### src/rtl/mem_pkg.sv
// Shared constants for the unified memory port: load/store size encodings,
// arbiter FSM state encoding and requester identifiers.
package mem_pkg;

  localparam logic [2:0] F3_B  = 3'b000;
  localparam logic [2:0] F3_H  = 3'b001;
  localparam logic [2:0] F3_W  = 3'b010;
  localparam logic [2:0] F3_BU = 3'b100;
  localparam logic [2:0] F3_HU = 3'b101;

  localparam logic [1:0] ST_IDLE = 2'd0;
  localparam logic [1:0] ST_BUSY = 2'd1;
  localparam logic [1:0] ST_ERR  = 2'd2;

  localparam logic REQ_IF = 1'b0;
  localparam logic REQ_LS = 1'b1;

endpackage

### src/rtl/mem_port_arbiter_lsu_align.sv
// Byte-lane steering for a 32-bit word port: store byte enables and lane
// replication, load lane extraction with extension, and access legality.
module lsu_align
  import mem_pkg::*;
(
  input  logic        we,
  input  logic [2:0]  funct3,
  input  logic [1:0]  addr_lo,
  input  logic [31:0] wdata,
  input  logic [31:0] rdata,
  output logic [3:0]  be,
  output logic [31:0] wdata_rep,
  output logic [31:0] rdata_ext,
  output logic        err
);

  logic [31:0] shifted;

  always_comb begin
    shifted   = rdata >> {addr_lo, 3'b000};
    be        = 4'b0000;
    wdata_rep = wdata;
    rdata_ext = shifted;
    err       = 1'b0;
    case (funct3)
      F3_B, F3_BU: begin
        be        = 4'b0001 << addr_lo;
        wdata_rep = {4{wdata[7:0]}};
        err       = we && (funct3 == F3_BU);
        rdata_ext = (funct3 == F3_B) ? {{24{shifted[7]}}, shifted[7:0]}
                                     : {24'd0, shifted[7:0]};
      end
      F3_H, F3_HU: begin
        be        = addr_lo[1] ? 4'b1100 : 4'b0011;
        wdata_rep = {2{wdata[15:0]}};
        err       = addr_lo[0] || (we && (funct3 == F3_HU));
        rdata_ext = (funct3 == F3_H) ? {{16{shifted[15]}}, shifted[15:0]}
                                     : {16'd0, shifted[15:0]};
      end
      F3_W: begin
        be  = 4'b1111;
        err = (addr_lo != 2'b00);
      end
      default: err = 1'b1;
    endcase
  end

endmodule

### src/rtl/mem_port_arbiter.sv
// Round-robin sharing of one memory port between instruction fetch and the
// load/store path; one outstanding transaction, registered responses.
module mem_port_arbiter
  import mem_pkg::*;
#(
  parameter int XLEN = 32
) (
  input  logic            clk,
  input  logic            rst_n,
  input  logic            if_req,
  input  logic [XLEN-1:0] if_addr,
  output logic            if_gnt,
  output logic            if_rvalid,
  output logic [XLEN-1:0] if_rdata,
  input  logic            ls_req,
  input  logic            ls_we,
  input  logic [2:0]      ls_funct3,
  input  logic [XLEN-1:0] ls_addr,
  input  logic [XLEN-1:0] ls_wdata,
  output logic            ls_gnt,
  output logic            ls_rvalid,
  output logic [XLEN-1:0] ls_rdata,
  output logic            ls_err,
  output logic            mem_req,
  output logic            mem_we,
  output logic [XLEN-1:0] mem_addr,
  output logic [3:0]      mem_be,
  output logic [XLEN-1:0] mem_wdata,
  input  logic            mem_ready,
  input  logic [XLEN-1:0] mem_rdata
);

  logic [1:0]      state_q, state_d;
  logic            ptr_q, ptr_d;
  logic            owner_q, owner_d;
  logic [2:0]      f3_q, f3_d;
  logic [1:0]      alo_q, alo_d;
  logic            mem_req_q, mem_req_d;
  logic            mem_we_q, mem_we_d;
  logic [XLEN-1:0] mem_addr_q, mem_addr_d;
  logic [3:0]      mem_be_q, mem_be_d;
  logic [XLEN-1:0] mem_wdata_q, mem_wdata_d;
  logic            if_rvalid_q, if_rvalid_d;
  logic [XLEN-1:0] if_rdata_q, if_rdata_d;
  logic            ls_rvalid_q, ls_rvalid_d;
  logic [XLEN-1:0] ls_rdata_q, ls_rdata_d;
  logic            ls_err_q, ls_err_d;

  logic            gnt_if, gnt_ls;
  logic [2:0]      al_f3;
  logic [1:0]      al_alo;
  logic [3:0]      al_be;
  logic [XLEN-1:0] al_wdata, al_rdata;
  logic            al_err;
  logic            if_addr_unused;

  assign if_addr_unused = ^if_addr[1:0];

  // One aligner serves both directions: incoming LS operands at accept time,
  // the latched access while waiting for the read word.
  assign al_f3  = (state_q == ST_BUSY) ? f3_q  : ls_funct3;
  assign al_alo = (state_q == ST_BUSY) ? alo_q : ls_addr[1:0];

  lsu_align u_align (
    .we        (ls_we),
    .funct3    (al_f3),
    .addr_lo   (al_alo),
    .wdata     (ls_wdata),
    .rdata     (mem_rdata),
    .be        (al_be),
    .wdata_rep (al_wdata),
    .rdata_ext (al_rdata),
    .err       (al_err)
  );

  always_comb begin
    state_d     = state_q;
    ptr_d       = ptr_q;
    owner_d     = owner_q;
    f3_d        = f3_q;
    alo_d       = alo_q;
    mem_req_d   = mem_req_q;
    mem_we_d    = mem_we_q;
    mem_addr_d  = mem_addr_q;
    mem_be_d    = mem_be_q;
    mem_wdata_d = mem_wdata_q;
    if_rvalid_d = 1'b0;
    if_rdata_d  = '0;
    ls_rvalid_d = 1'b0;
    ls_rdata_d  = '0;
    ls_err_d    = 1'b0;
    gnt_if      = 1'b0;
    gnt_ls      = 1'b0;

    case (state_q)
      ST_IDLE: begin
        if (ls_req && (!if_req || ptr_q == REQ_LS)) gnt_ls = 1'b1;
        else if (if_req)                            gnt_if = 1'b1;

        if (gnt_if) begin
          owner_d     = REQ_IF;
          ptr_d       = REQ_LS;
          mem_req_d   = 1'b1;
          mem_we_d    = 1'b0;
          mem_addr_d  = {if_addr[XLEN-1:2], 2'b00};
          mem_be_d    = 4'b1111;
          mem_wdata_d = '0;
          state_d     = ST_BUSY;
        end else if (gnt_ls) begin
          owner_d     = REQ_LS;
          ptr_d       = REQ_IF;
          f3_d        = ls_funct3;
          alo_d       = ls_addr[1:0];
          mem_we_d    = ls_we;
          mem_addr_d  = {ls_addr[XLEN-1:2], 2'b00};
          mem_be_d    = al_be;
          mem_wdata_d = al_wdata;
          if (al_err) begin
            mem_req_d   = 1'b0;
            ls_rvalid_d = 1'b1;
            ls_err_d    = 1'b1;
            state_d     = ST_ERR;
          end else begin
            mem_req_d = 1'b1;
            state_d   = ST_BUSY;
          end
        end
      end
      ST_BUSY: begin
        if (mem_ready) begin
          mem_req_d = 1'b0;
          state_d   = ST_IDLE;
          if (owner_q == REQ_IF) begin
            if_rvalid_d = 1'b1;
            if_rdata_d  = mem_rdata;
          end else begin
            ls_rvalid_d = 1'b1;
            ls_rdata_d  = mem_we_q ? '0 : al_rdata;
          end
        end
      end
      default: state_d = ST_IDLE;
    endcase
  end

  // Every output is cleared by reset, so the data path is reset as well.
  always_ff @(posedge clk or negedge rst_n) begin
    if (!rst_n) begin
      state_q     <= ST_IDLE;
      ptr_q       <= REQ_LS;
      owner_q     <= REQ_IF;
      f3_q        <= '0;
      alo_q       <= '0;
      mem_req_q   <= 1'b0;
      mem_we_q    <= 1'b0;
      mem_addr_q  <= '0;
      mem_be_q    <= '0;
      mem_wdata_q <= '0;
      if_rvalid_q <= 1'b0;
      if_rdata_q  <= '0;
      ls_rvalid_q <= 1'b0;
      ls_rdata_q  <= '0;
      ls_err_q    <= 1'b0;
    end else begin
      state_q     <= state_d;
      ptr_q       <= ptr_d;
      owner_q     <= owner_d;
      f3_q        <= f3_d;
      alo_q       <= alo_d;
      mem_req_q   <= mem_req_d;
      mem_we_q    <= mem_we_d;
      mem_addr_q  <= mem_addr_d;
      mem_be_q    <= mem_be_d;
      mem_wdata_q <= mem_wdata_d;
      if_rvalid_q <= if_rvalid_d;
      if_rdata_q  <= if_rdata_d;
      ls_rvalid_q <= ls_rvalid_d;
      ls_rdata_q  <= ls_rdata_d;
      ls_err_q    <= ls_err_d;
    end
  end

  // Grants are combinational so the accept edge is the one that latches mem_*.
  assign if_gnt    = gnt_if && rst_n;
  assign ls_gnt    = gnt_ls && rst_n;
  assign if_rvalid = if_rvalid_q;
  assign if_rdata  = if_rdata_q;
  assign ls_rvalid = ls_rvalid_q;
  assign ls_rdata  = ls_rdata_q;
  assign ls_err    = ls_err_q;
  assign mem_req   = mem_req_q;
  assign mem_we    = mem_we_q;
  assign mem_addr  = mem_addr_q;
  assign mem_be    = mem_be_q;
  assign mem_wdata = mem_wdata_q;

endmodule
### config.mk
export PLATFORM = sky130hd
export DESIGN_NAME = mem_port_arbiter
export DESIGN_NICKNAME = d
export VERILOG_FILES = /design/src/rtl/mem_pkg.sv /design/src/rtl/mem_port_arbiter_lsu_align.sv /design/src/rtl/mem_port_arbiter.sv
export SDC_FILE = /design/constraint.sdc
export NUM_CORES = 1
export LEC_CHECK = 0
export ABC_AREA = 0
export CORE_MARGIN = 1.5
export CORE_UTILIZATION = 43
export CTS_CLUSTER_DIAMETER = 40
export CTS_CLUSTER_SIZE = 12
export DETAILED_ROUTE_END_ITERATION = 6
export GPL_TIMING_DRIVEN = 1
export HOLD_SLACK_MARGIN = 0.15
export PLACE_DENSITY = 0.83
export SLEW_MARGIN = 10
export SYNTH_ARGS = -nofsm -noshare
export SYNTH_HDL_FRONTEND = slang
export SYNTH_HIERARCHICAL = 1
export SYNTH_SLANG_ARGS = --single-unit
### constraint.sdc
create_clock -name clk -period 3.19 [get_ports clk]
set_input_delay 0.319 -clock clk [delete_from_list [all_inputs] [get_ports clk]]
set_output_delay 0.319 -clock clk [all_outputs]
set_load 0.01 [all_outputs]
==> Changelog: implementation, run 1 <==
### Metrics

- Die Span Y: 126 um
- Hold/Removal Path Class: in -> async
- Post-DRT Antenna Nets: 0
- Filler cell count in the final layout: 1051
- Flop2flop setup slack: 0.47 ns
- Most frequent cells in the layout: clkdlybuf4s50_1 (270), dfrtp_1 (143), and2_1 (67), mux2_2 (43), a22o_1 (32)
- Delay-heaviest family, CP: simple AND/OR/NAND/NOR gates
- Yosys simple share: 15.3%
- Final Hold Slack: 0.416 ns
- R2R depth: 7
- Status: finished, final reports clean
- Row count: 44
- Vias/cell: 5.48
- Yosys warnings: 6
- Flip-flops: 144
- Setup ws final: 0.475 ns
- Post-CTS setup buffer count: 0
- Finished Layout Cells: 998
- N_diodes: 0
- N_taps: 184
- Clock skew: 0.0129 ns
- GR Util met1: 30.2%
- Slew margin rel.: 41.6%
- DR top layer: met4
- Leak Pwr: 4.44 nW
- CP Class: reg -> reg
- DR WL/cell: 19.4 um
- Critical Path End Type: register
- Tcrit/Tclk final: 85.1%
- DRC viols: 0
- Synth Area in Adders: 0%
- GRT overflow: 0
- Drt first pass iters: 6
- Largest net degree at the start of global routing: 73
- Synth Seq Share: 55.0%
- Worst Path Buf+Inv: 1
- Met1 Wirelength: 7850 um
- Synthesis area per yosys: 6550 sq um
- Yosys xor share: 0.134%
- Storage element area: 3600 sq um
run 1: synth_stat cells (all sizes together), types with 2 or more instances:
cell type | number | area (sq um)
buf | 36 | 229
o31ai | 2 | 15.0
a21o | 2 | 15.0
a22oi | 7 | 52.6
nor2b | 3 | 18.8
mux2 | 43 | 484
o22a | 4 | 35.0
nand2 | 26 | 100
nand2b | 3 | 18.8
and2 | 67 | 419
dfrtp | 143 | 3580
nor3b | 2 | 20.0
mux2i | 16 | 160
clkbuf | 23 | 86.3
nand4 | 9 | 56.3
nand3b | 2 | 15.0
nand3 | 9 | 45.0
and3 | 32 | 205
a21oi | 10 | 50.1
a221oi | 8 | 70.1
o21ai | 19 | 95.1
a22o | 32 | 280
a221o | 30 | 300
nor2 | 11 | 48.8
run 1: state kept, by name, summed over array words and instances, names as in the netlist:
register and flops:
alo_q 2, f3_q 3, if_rdata 32, if_rvalid 1
ls_err 1, ls_rdata 32, ls_rvalid 1, mem_addr 30
mem_be 4, mem_req 1, mem_wdata 32, mem_we 1
owner_q 1, ptr_q 1, state_q 2
run 1: repair_timing:
| action | in CTS | in global routing |
|---|---|---|
| hold endpoints to repair | 31 | 0 |
| hold buffers | 1 | 0 |
| resized | 0 | 0 |
run 1: where the power goes:
group / internal (mW) / total [mW] / switching (mW)
combinational: 2.06 / 3.96 / 1.90
clock: 1.27 / 2.07 / 0.803
sequential: 2.37 / 2.66 / 0.294
total: 5.69 / 8.69 / 3.00
run 1: worst max-delay path by stage:
stage	depth (start not counted)	end
floorplan	8	mem_wdata[10]
global placement	7	ls_rdata[16]
detailed placement	7	ls_rdata[24]
CTS	7	ls_rdata[17]
global route	7	ls_rdata[18]
finish	7	ls_rdata[17]
### Sequential cells grouped by signal name, run 1

Bar = 50 um.
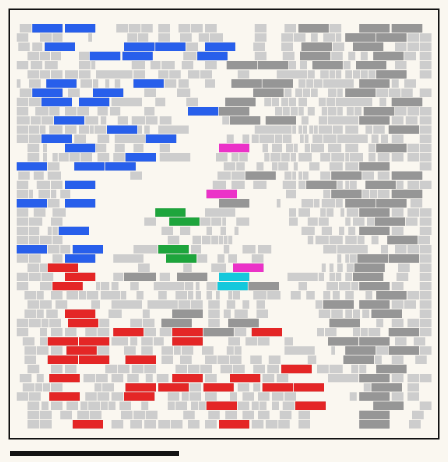
Key: red = `mem_addr` [placed flops 30]; magenta = `f3_q` [placed flops 3]; green = `mem_be` [placed flops 4, where centre]; blue = `mem_wdata` [placed flops 32]; cyan = `state_q` [placed flops 2]

### Port wiring, run 1

Bar = 50 um.
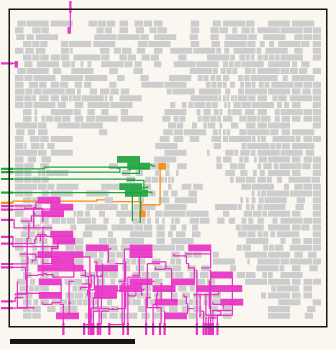
Key: green = `mem_be` [bits 4, direction output, edge left, end cells 4, buffers 4, wire 276 um]; orange = `ls_we` [bits 1, direction input, edge left, end cells 2, buffers 1, wire 77.6 um]; magenta = `mem_addr` [bits 32, direction output, edge 21 bottom, 10 left, 1 top, end cells 32, buffers 30, wire 1120 um]

### Cell area per tile, run 1

Bar = 50 um. The die is cut into 13 by 13 equal tiles; white is low, dark blue is high, 0 to 100% covered.
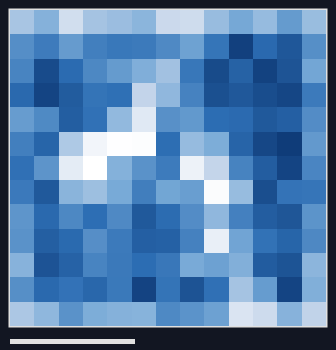
2.4% of the tiles are nearly empty. The emptiest ninth of the die: centre. The mean over all tiles is 61%. 30% of the tiles are over 75% full. The fullest tile reaches 95%.
final core utilization: 67.5%
core area: 14700 sq um

--- run 2 (diff from run 1) ---
- CAP_MARGIN: default -> 20
==> Changelog: implementation, run 2 <==
### Metrics

- Post-DRT Antenna Nets: 0
- Initial antenna violation count: 0
- Switching Share: 34.5%
- Flop2flop setup slack: 0.47 ns
- Drt first pass iters: 6
- Clock network power: 2.07 mW
- GRT overflow: 0
- Critical Path End Type: register
- DR WL/cell: 19.4 um
- Core area: 14700 sq um
- P_sw: 3.00 mW
- Synthesis area per yosys: 6550 sq um
- N_diodes: 0
- Tcrit/Tclk final: 85.1%
- Final Hold Slack: 0.416 ns
- Storage element area: 3600 sq um
- R2R depth: 7
- Top area cell types: dfrtp_1 (55%), mux2_2 (7.4%), and2_1 (6.4%)
- DRC viols: 0
- Most frequent cells in the layout: clkdlybuf4s50_1 (270), dfrtp_1 (143), and2_1 (67), mux2_2 (43), a22o_1 (32)
- Sequential power share: 30.6%
- Slowest CP cell: nor4_2
- Post-CTS sizing: 0
- Leak Pwr: 4.44 nW
- Filler cell count in the final layout: 1051
- Clock skew: 0.0129 ns
- Combinational Power Share: 45.6%
- Status: finished, final reports clean
- CP Class: reg -> reg
- Largest Pwr Group: combinational logic
- Slew margin rel.: 41.6%
- GR Util met1: 30.2%
- Clock network power share: 23.8%
- Critical Path End: ls_rdata[17]
- Top-area cell share: 54.6%
- # IOs: 276
- Vias/cell: 5.48
- Power Sequential: 2.66 mW
- Synth Seq Share: 55.0%
- Setup TNS: 0 ns
- Synth top cell by count: dfrtp_1
- Combinational power: 3.96 mW
- Hold/Removal Path Class: in -> async
- Cell Int Power: 5.69 mW
- Final core utilization: 67.5%
- Yosys warnings: 6
==> run 2: cell counts after synthesis <==
Identical to the previous run, type by type.
==> run 2: metrics by stage <==
| stage | setup slack (ns) | instances |
|---|---|---|
| floorplan | 0.718 | 558 |
| global placement | 0.596 | 965 |
| detailed placement | 0.536 | 965 |
| CTS | 0.492 | 998 |
| global route | 0.327 | 998 |
| finish | 0.475 | 998 |
==> run 2: timing repair <==
item,CTS,global route
buffers inserted,0,0
endpoints found under the hold margin,31,0
hold buffers,1,0
==> run 2: final cells by class <==
class                           instances  share of cell area (%)
Sequential cell                       144                    36.3
Timing Repair Buffer                  283                    28.4
Multi-Input combinational cell        353                    26.6
Clock buffer                           19                    4.46
Tap cell                              184                    2.32
Clock inverter                         13                    1.77
Inverter                                2                  0.0757
==> run 2: cell families after synthesis <==
logic type,after synthesis,share of synthesized area (%)
xor+xnor,1,0.134
buf+inv,61,4.93
compound gates,120,14.8
other cells,1,0.0572
mux,59,9.83
simple gates,171,15.3
flops,144,55.0
==> run 2: worst max-delay path, delay by kind of cell, from the launching register on <==
kind / cells / cell delay [ns]
multiplexers: 1 / 0.54
AND/OR/NAND/NOR: 5 / 1.52
flip-flops: 1 / 0.41
buffers and inverters: 1 / 0.19
==> run 2: how the worst min path moves through the flow <==
stage,endpoint,slack [ns],depth (start not counted),start
after detailed placement,mem_addr[24],0.23,1,rst_n
final,mem_addr[25],0.42,2,rst_n
after floorplan,alo_q[0],0.02,0,rst_n
after global routing,mem_addr[27],0.43,2,rst_n
after CTS,mem_addr[24],0.38,2,rst_n
after global placement,mem_addr[24],0.23,1,rst_n
==> run 2: routing by layer <==
metal  part of all wire [%]  up-vias
met5                      0        -
met4                    2.7        0
met3                    8.9       37
met2                     48      288
met1                     41     2646
li1                       -     2503
### Placement view, run 2

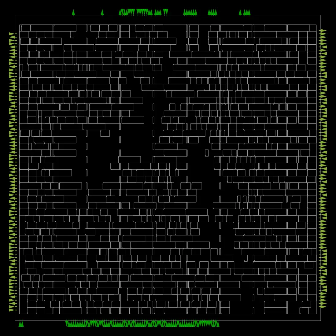
flip-flops: 144
row count: 44

### Power grid, run 2

Bar = 50 um. Pins as bars on the die edge. Tap cells in grey.
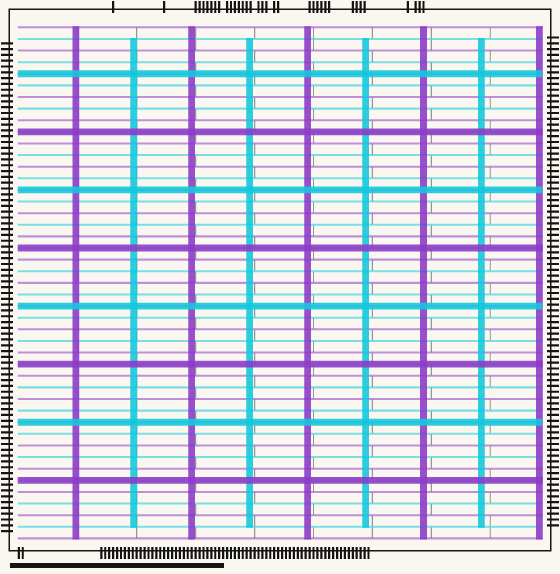
Key: cyan = VDD; purple = VSS
184 tap cells. 8 straps on met5. 276 signal pins sit on the boundary.
Die W: 126 um
VDD IR max: 0.000465 V
Die Span Y: 126 um

--- run 3 (diff from run 2) ---
- CAP_MARGIN: 20 -> 5
- GPL_TIMING_DRIVEN: 1 -> 0
==> Changelog: implementation, run 3 <==
### Metrics

- Status: finished, final reports clean
- Synth top cell by count: dfrtp_1
- Top cells by count: dfrtp_1 (143), and2_1 (67), mux2_2 (43)
- Row count: 44
- Initial antenna violation count: 0
- Top-area cell share: 54.6%
- Die W: 126 um
- Storage element area: 3600 sq um
- Setup ws final: 0.218 ns
- Setup TNS: 0 ns
- N_diodes: 0
- DR WL/cell: 20.1 um
- DRC viols: 0
- Final Hold Slack: 0.494 ns
- Post-DRT Antenna Nets: 0
- Synth Seq Share: 55.0%
- Largest net degree at the start of global routing: 94
- Drt first pass iters: 6
- Placed cell count: 1014
- Vias/cell: 5.56
- Post-CTS setup buffer count: 0
- Yosys warnings: 6
- Hold/Removal Path Class: reg -> reg
- VDD IR max: 0.000419 V
- Tcrit/Tclk final: 93.2%
- Synthesis area per yosys: 6550 sq um
- Leak Pwr: 4.58 nW
- Top area cell types: dfrtp_1 (55%), mux2_2 (7.4%), and2_1 (6.4%)
- Most frequent cells in the layout: clkdlybuf4s50_1 (270), dfrtp_1 (143), and2_1 (67), mux2_2 (43), a22o_1 (32)
## run 3: routing by layer
metal	routed length (um)	part of all wire (%)	global-route usage, %
met1	8320	40	32.5
met2	10300	49	44.9
met3	1890	9.0	8.06
met4	544	2.6	11.7
met5	0	0	0
## run 3: what timing repair did
action                                 CTS  global route
setup endpoints to repair                0             3
hold buffers                             1             0
gates resized                            0             2
endpoints found under the hold margin   90             0
## run 3: worst paths after layout
check	end	start	depth (start not counted)	slack, ns
worst min-delay path	mem_be[1]	mem_be[1]	1	0.49
worst max register to register	ls_rdata[25]	state_q[0]	9	0.22
worst min register to register	mem_be[1]	mem_be[1]	1	0.49
max in group asynchronous	ptr_q	rst_n	3	1.85
worst max-delay path	ls_rdata[25]	state_q[0]	9	0.22
min in group asynchronous	if_rdata[5]	rst_n	2	0.55
## run 3: cell type report
cell class	instances	share of cell area, %
plain buffers	59	3.12
clock buffers	18	4.32
clock inverters	14	1.77
inverters	2	0.0739
multi-input cells	353	25.9
flip-flops and latches	144	35.5
well taps	184	2.27
repair buffers	273	27.1
## run 3: worst max-delay path, stage by stage, from the launching register on
cell and delay [ns]:
dfrtp_1 0.41, nor2b_1 0.15, clkbuf_1 0.36, mux2_2 0.39, buf_4 0.17, buf_6 0.15
nor3b_1 0.76, a22oi_1 0.24, nand3_1 0.15, and2_1 0.13
## run 3: cells by family (layout without fill, tap and decap cells)
kind of cell	count (synthesis)	after routing	share of synthesized area [%]
flops	144	144	55.0
other cells	1	2	0.0572
mux	59	59	9.83
simple gates	171	171	15.3
compound gates	120	120	14.8
buf+inv	61	366	4.93
xor+xnor	1	1	0.134
## run 3: report_power, final
part           internal (mW)  total [mW]  switching (mW)
Sequential              2.37        2.66           0.298
Clock                   1.26        2.08           0.816
Combinational           2.15        4.18            2.04
### Port wiring, run 3

Bar = 50 um.
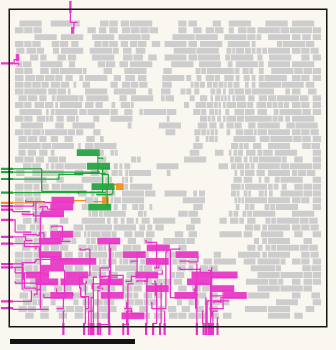
Key: orange = `ls_we` [bits 1, direction input, edge left, end cells 2, buffers 1, wire 48.0 um]; green = `mem_be` [bits 4, direction output, edge left, end cells 4, buffers 4, wire 217 um]; magenta = `mem_addr` [bits 32, direction output, edge 21 bottom, 10 left, 1 top, end cells 32, buffers 32, wire 1110 um]
PortBufs: 271
# IOs: 276

### Placement view, run 3

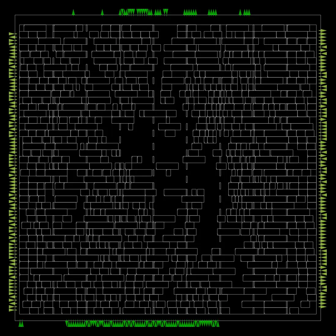
n_taps: 184
final core utilization: 69.1%
Finished Layout Cells: 1047
flop share of the area: 35.5%

Power figures rest on the tool's default switching activity, not on a simulated workload.
